===== src/rtl/mem_port_arbiter.sv =====
// mem_port_arbiter
//   Shares a byte-wide, single-port synchronous memory between the
//   instruction-fetch requester (if_*) and the load/store requester (d_*).
//   Each 16-bit little-endian word access is sequenced as two byte beats:
//   IDLE -> LO (beat a) -> HI (beat a+1) -> LAST -> IDLE (result presented).
//   Every output is registered.
//
// Ports
//   clk, rst        clock (rising edge), asynchronous active-high reset
//   halt            blocks new grants; an access already in flight completes
//   if_req/if_addr  fetch word-read request (held until if_gnt)
//   if_gnt          one-cycle pulse, high during the LO cycle of a fetch
//   if_rvalid       one-cycle pulse, if_rdata = {mem[a+1], mem[a]}
//   d_req/d_we      data request (held until d_gnt), 1 = write word
//   d_addr/d_wdata  data byte address / write word (low byte -> a)
//   d_gnt           one-cycle pulse, high during the LO cycle of a data access
//   d_done          one-cycle pulse, access complete (read: d_rdata valid)
//   mem_*           byte memory port; mem_rdata returns one cycle after mem_rd
//
// Configuration
//   MEM_ARB_RR_EN   when defined, simultaneous requests are resolved by a
//                   1-bit round-robin pointer reset to RR_INIT
//                   (0 = data favoured, 1 = fetch favoured); otherwise data
//                   always wins a tie.

module mem_port_arbiter #(
    parameter int unsigned ADDR_W  = 16,
    parameter bit          RR_INIT = 1'b0
) (
    input  logic              clk,
    input  logic              rst,
    input  logic              halt,
    input  logic              if_req,
    input  logic [ADDR_W-1:0] if_addr,
    output logic              if_gnt,
    output logic              if_rvalid,
    output logic [15:0]       if_rdata,
    input  logic              d_req,
    input  logic              d_we,
    input  logic [ADDR_W-1:0] d_addr,
    input  logic [15:0]       d_wdata,
    output logic              d_gnt,
    output logic              d_done,
    output logic [15:0]       d_rdata,
    output logic [ADDR_W-1:0] mem_addr,
    output logic              mem_rd,
    output logic              mem_wr,
    output logic [7:0]        mem_wdata,
    input  logic [7:0]        mem_rdata
);

    typedef enum logic [1:0] {IDLE, LO, HI, LAST} state_t;

    state_t      state_q;
    logic        sel_data_q;   // owner of the access in flight: 1 = data port
    logic        we_q;
    logic [7:0]  wdata_hi_q;
    logic [7:0]  lo_q;         // low byte of a read, captured in the HI->LAST step

    logic        grant_d;
    logic        pick_data_d;

`ifdef MEM_ARB_RR_EN
    logic ptr_q;               // 0: data favoured on a tie, 1: fetch favoured

    always_comb begin
        pick_data_d = d_req && (!if_req || !ptr_q);
    end

    // Any grant hands preference to the requester that did not win.
    always_ff @(posedge clk or posedge rst) begin
        if (rst) begin
            ptr_q <= RR_INIT;
        end else if (grant_d) begin
            ptr_q <= pick_data_d;
        end
    end
`else
    logic unused_rr_init;
    assign unused_rr_init = RR_INIT;

    always_comb begin
        pick_data_d = d_req;
    end
`endif

    always_comb begin
        grant_d = (state_q == IDLE) && !halt && (d_req || if_req);
    end

    always_ff @(posedge clk or posedge rst) begin
        if (rst) begin
            state_q    <= IDLE;
            sel_data_q <= 1'b0;
            we_q       <= 1'b0;
            wdata_hi_q <= '0;
            lo_q       <= '0;
            if_gnt     <= 1'b0;
            if_rvalid  <= 1'b0;
            if_rdata   <= '0;
            d_gnt      <= 1'b0;
            d_done     <= 1'b0;
            d_rdata    <= '0;
            mem_addr   <= '0;
            mem_rd     <= 1'b0;
            mem_wr     <= 1'b0;
            mem_wdata  <= '0;
        end else begin
            if_gnt    <= 1'b0;
            d_gnt     <= 1'b0;
            if_rvalid <= 1'b0;
            d_done    <= 1'b0;
            unique case (state_q)
                IDLE: begin
                    if (grant_d) begin
                        state_q    <= LO;
                        sel_data_q <= pick_data_d;
                        if (pick_data_d) begin
                            d_gnt      <= 1'b1;
                            we_q       <= d_we;
                            wdata_hi_q <= d_wdata[15:8];
                            mem_addr   <= d_addr;
                            mem_rd     <= !d_we;
                            mem_wr     <= d_we;
                            mem_wdata  <= d_wdata[7:0];
                        end else begin
                            if_gnt     <= 1'b1;
                            we_q       <= 1'b0;
                            mem_addr   <= if_addr;
                            mem_rd     <= 1'b1;
                            mem_wr     <= 1'b0;
                        end
                    end
                end
                LO: begin
                    // Strobes stay asserted for the high beat; address wraps at ADDR_W bits.
                    state_q  <= HI;
                    mem_addr <= mem_addr + 1'b1;
                    if (we_q) begin
                        mem_wdata <= wdata_hi_q;
                    end
                end
                HI: begin
                    state_q <= LAST;
                    mem_rd  <= 1'b0;
                    mem_wr  <= 1'b0;
                    lo_q    <= mem_rdata;
                end
                LAST: begin
                    state_q <= IDLE;
                    if (sel_data_q) begin
                        d_done <= 1'b1;
                        if (!we_q) begin
                            d_rdata <= {mem_rdata, lo_q};
                        end
                    end else begin
                        if_rvalid <= 1'b1;
                        if_rdata  <= {mem_rdata, lo_q};
                    end
                end
                default: state_q <= IDLE;
            endcase
        end
    end

endmodule


===== config.mk =====
export PLATFORM = sky130hd
export DESIGN_NAME = mem_port_arbiter
export DESIGN_NICKNAME = d
export VERILOG_FILES = /design/src/rtl/mem_port_arbiter.sv
export SDC_FILE = /design/constraint.sdc
export NUM_CORES = 1
export LEC_CHECK = 0
export ABC_AREA = 1
export CAP_MARGIN = 20
export CORE_ASPECT_RATIO = 0.6
export CORE_UTILIZATION = 65
export CTS_BUF_LIST = sky130_fd_sc_hd__clkbuf_4
export CTS_CLUSTER_DIAMETER = 200
export DETAILED_ROUTE_END_ITERATION = 8
export DONT_BUFFER_PORTS = 1
export GPL_TIMING_DRIVEN = 0
export PLACE_DENSITY = 0.81
export SETUP_SLACK_MARGIN = 0.05
export SLEW_MARGIN = 20
export SYNTH_ARGS = -nofsm -noshare
export SYNTH_HDL_FRONTEND = slang
export SYNTH_SLANG_ARGS = --single-unit

===== constraint.sdc =====
create_clock -name clk -period 3.7 [get_ports clk]
set_clock_uncertainty 0.1 [all_clocks]
set_input_delay 0.555 -clock clk [delete_from_list [all_inputs] [get_ports clk]]
set_output_delay 0.555 -clock clk [all_outputs]
set_load 0.03 [all_outputs]

### Nets reached from selected ports

Drawn at 4 px/µm.
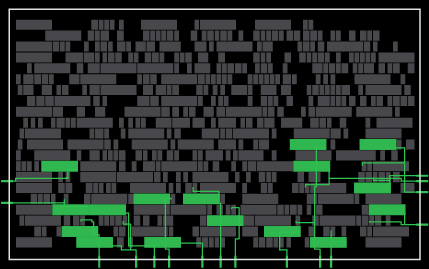
[green] `d_rdata` | bits: 16 | direction: output | edge: 10 south, 4 east, 2 west | end cells: 16 | buffers: 0 | wire: 308 µm
I/O pin count: 124
IO buf count: 0

### Clock nets

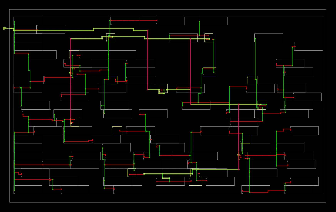
Worst-Skew Late Latency: 0.46 ns
FFs & Latches: 82

==> impl_metrics.toml <==
# synthesis and place-and-route metrics
[worst_setup_path]
critPathRequiredTime_ns = 3.99
crit_path_max_incr_delay_ns = 0.62
regToRegEndpoint = "mem_addr[10]"
cp-end-kind = "flip-flop"
cp-startpoint = "mem_addr[0]"
reg2regPathDepth = 7
cpMostUsedCell = "nand3_1"
start_kind = "flip-flop"
crit_fanout = 5
crit_end = "mem_addr[10]"
crit_buf_inv = 1
arrival_ns = 2.23
worstSetupPathType = "reg -> reg"
path_delay_family = "flip-flops"
cp.depth = 7
cp_cell_sequence = "ha_1 > nand3_1 > inv_1 > nand2_1 > o21bai_1 > nand3_1 > a21oi_1"
r2r_slack_ns = 1.76
crit_slowest_cell = "dfrtp_1"

[finish]
largest_class = "flip-flops and latches"
regArea_mm2 = 0.00205
bufAreaShareNonClock_pct = 3.64
area_growth_pct = 6.99
instances_no_fill = 581
design_area_mm2 = 0.00420
comb_cells = 321
n_all_buffers = 23
nNetsFinal = 563
utilization_pct = 73.6
clk_share_pct = 3.19
n_clock_buffer = 9
comb_area_share_pct = 36.6
lay_top_count = "nand2_1"
top_regs = "d_rdata (16), if_rdata (16), mem_addr (16)"
mostFrequentLayoutCells = "124 x nand2_1, 82 x dfrtp_1, 78 x o21ai_0"
seq_share_pct = 48.9
diodes = 0
logic_area_mm2 = 0.00153
num-fill-cells = 452
inverters = 59
drive_above_1_share_pct = 8.78

[min_path]
min_to = "wdata_hi_q[1]"
min_path_type = "in -> reg"
worstHoldStart = "d_wdata[9]"
hold_depth = 2

[timing]
finalSetupTns_ns = 0
slew_headroom_pct = 63.0
whs_ns = 0.0946
max_freq_ghz = 0.515
maxSlewViolCount = 0
setup_violations = 0
layout_min_cycle_time_ns = 1.94
min_period_over_period_pct = 52.5
tightest_slew_ns = 0.555
fin_ws_ns = 1.76
hold_violations = 0
rsz0062_at_grt = "false"

[synth]
synth_top_cell_by_count = "nand2_1"
common_cells = "124 x nand2_1, 82 x dfrtp_1, 78 x o21ai_0, 56 x inv_1, 43 x nor2_1"
synthMuxAreaShare_pct = 0
edf_count = 0
synth_cells = 483
ys_seq_share_pct = 52.3
ys_top_logic_family = "simple AND/OR/NAND/NOR gates"
synth_top_cell_by_area = "dfrtp_1"
synth_stat.cells = 483
synth-main-ff-cell = "dfrtp_1"
syn-num-nets = 550
synth_warnings = 0
avgSynthCellArea_um2 = 8.12
compound_area_share_pct = 16.6
ys_area_mm2 = 0.00392
ys_seq_elements = 82
top_cells_by_area = "dfrtp_1 52%, nand2_1 12%, o21ai_0 10%"
synth_cell_types = 29
ys_sh_xor_pct = 0
simple_gate_share_pct = 20.9
synth_area_mm2 = 0.00392
synthArstFlopShare_pct = 100
top_area_share_pct = 52.3
yosys.area_share.adder_pct = 1.59

[routing]
drt_iter0_markers = 252
m1WireLength_um = 4250
avgViaCountPerCell = 5.77
wl_met3_um = 1150
drtAntennaViolNets = 0
drc = 0
wire_per_inst_um = 16.4
top_layer_used = "met4"
drt-total-wl_um = 9540
wl_met2_um = 3990
dr.pass1.iters = 5
vias = 3354

[cts]
clk_pin_slew_ns = 0.15
ctsHoldBuffers = 1
clock-sinks = 82
cts_setup_buffers = 0
ctsResizeCount = 0
ctsRootBufferMaster = "clkbuf_4"
clockBufferDepth = 2
numCtsBuffers = 9
cts_tree = "built"
htreeDepth = 3

[power_and_ir_drop]
p_int_mw = 1.93
leakagePower_nw = 2.14
switchingPower_mw = 2.18
peakVddDrop_mv = 0.540
seqPwrFrac_pct = 54.3
sequentialPower_mw = 2.23
power.density_mw_per_mm2 = 980
swShare_pct = 53.0
maxPowerGroup = "registers"
p_comb_mw = 1.37
comb_power_share_pct = 33.3
total_power_mw = 4.11
powerClk_mw = 0.510
clockPowerShare_pct = 12.4

[global_route]
antenna_found_initial = 0
grt_pass1_wl_um = 15600
top_usage_layer = "met1"
grt_pass1_vias = 3102
grt.total_usage_pct = 32.9
grt_overflow = 0
grt_max_degree = 60
use_met2_pct = 46.3
use_met3_pct = 11.9

[floorplan]
floorplan.core_util_pct = 68.8
tap_cells = 80
dieArea_mm2 = 0.00636
core_mm2 = 0.00570
num_rows = 21
die_y_um = 62.2
chipWidth_um = 102

[place]
post-dp-hpwl_um = 7050
pre_cts_ws_ns = 1.84
placed_cells = 564
placed_cell_area_mm2 = 0.00405
place_congestion = 0.900

[run]
cap_viol_max_count = 0
openroad.warnings = 29

[status]
status = "finished, final reports clean"
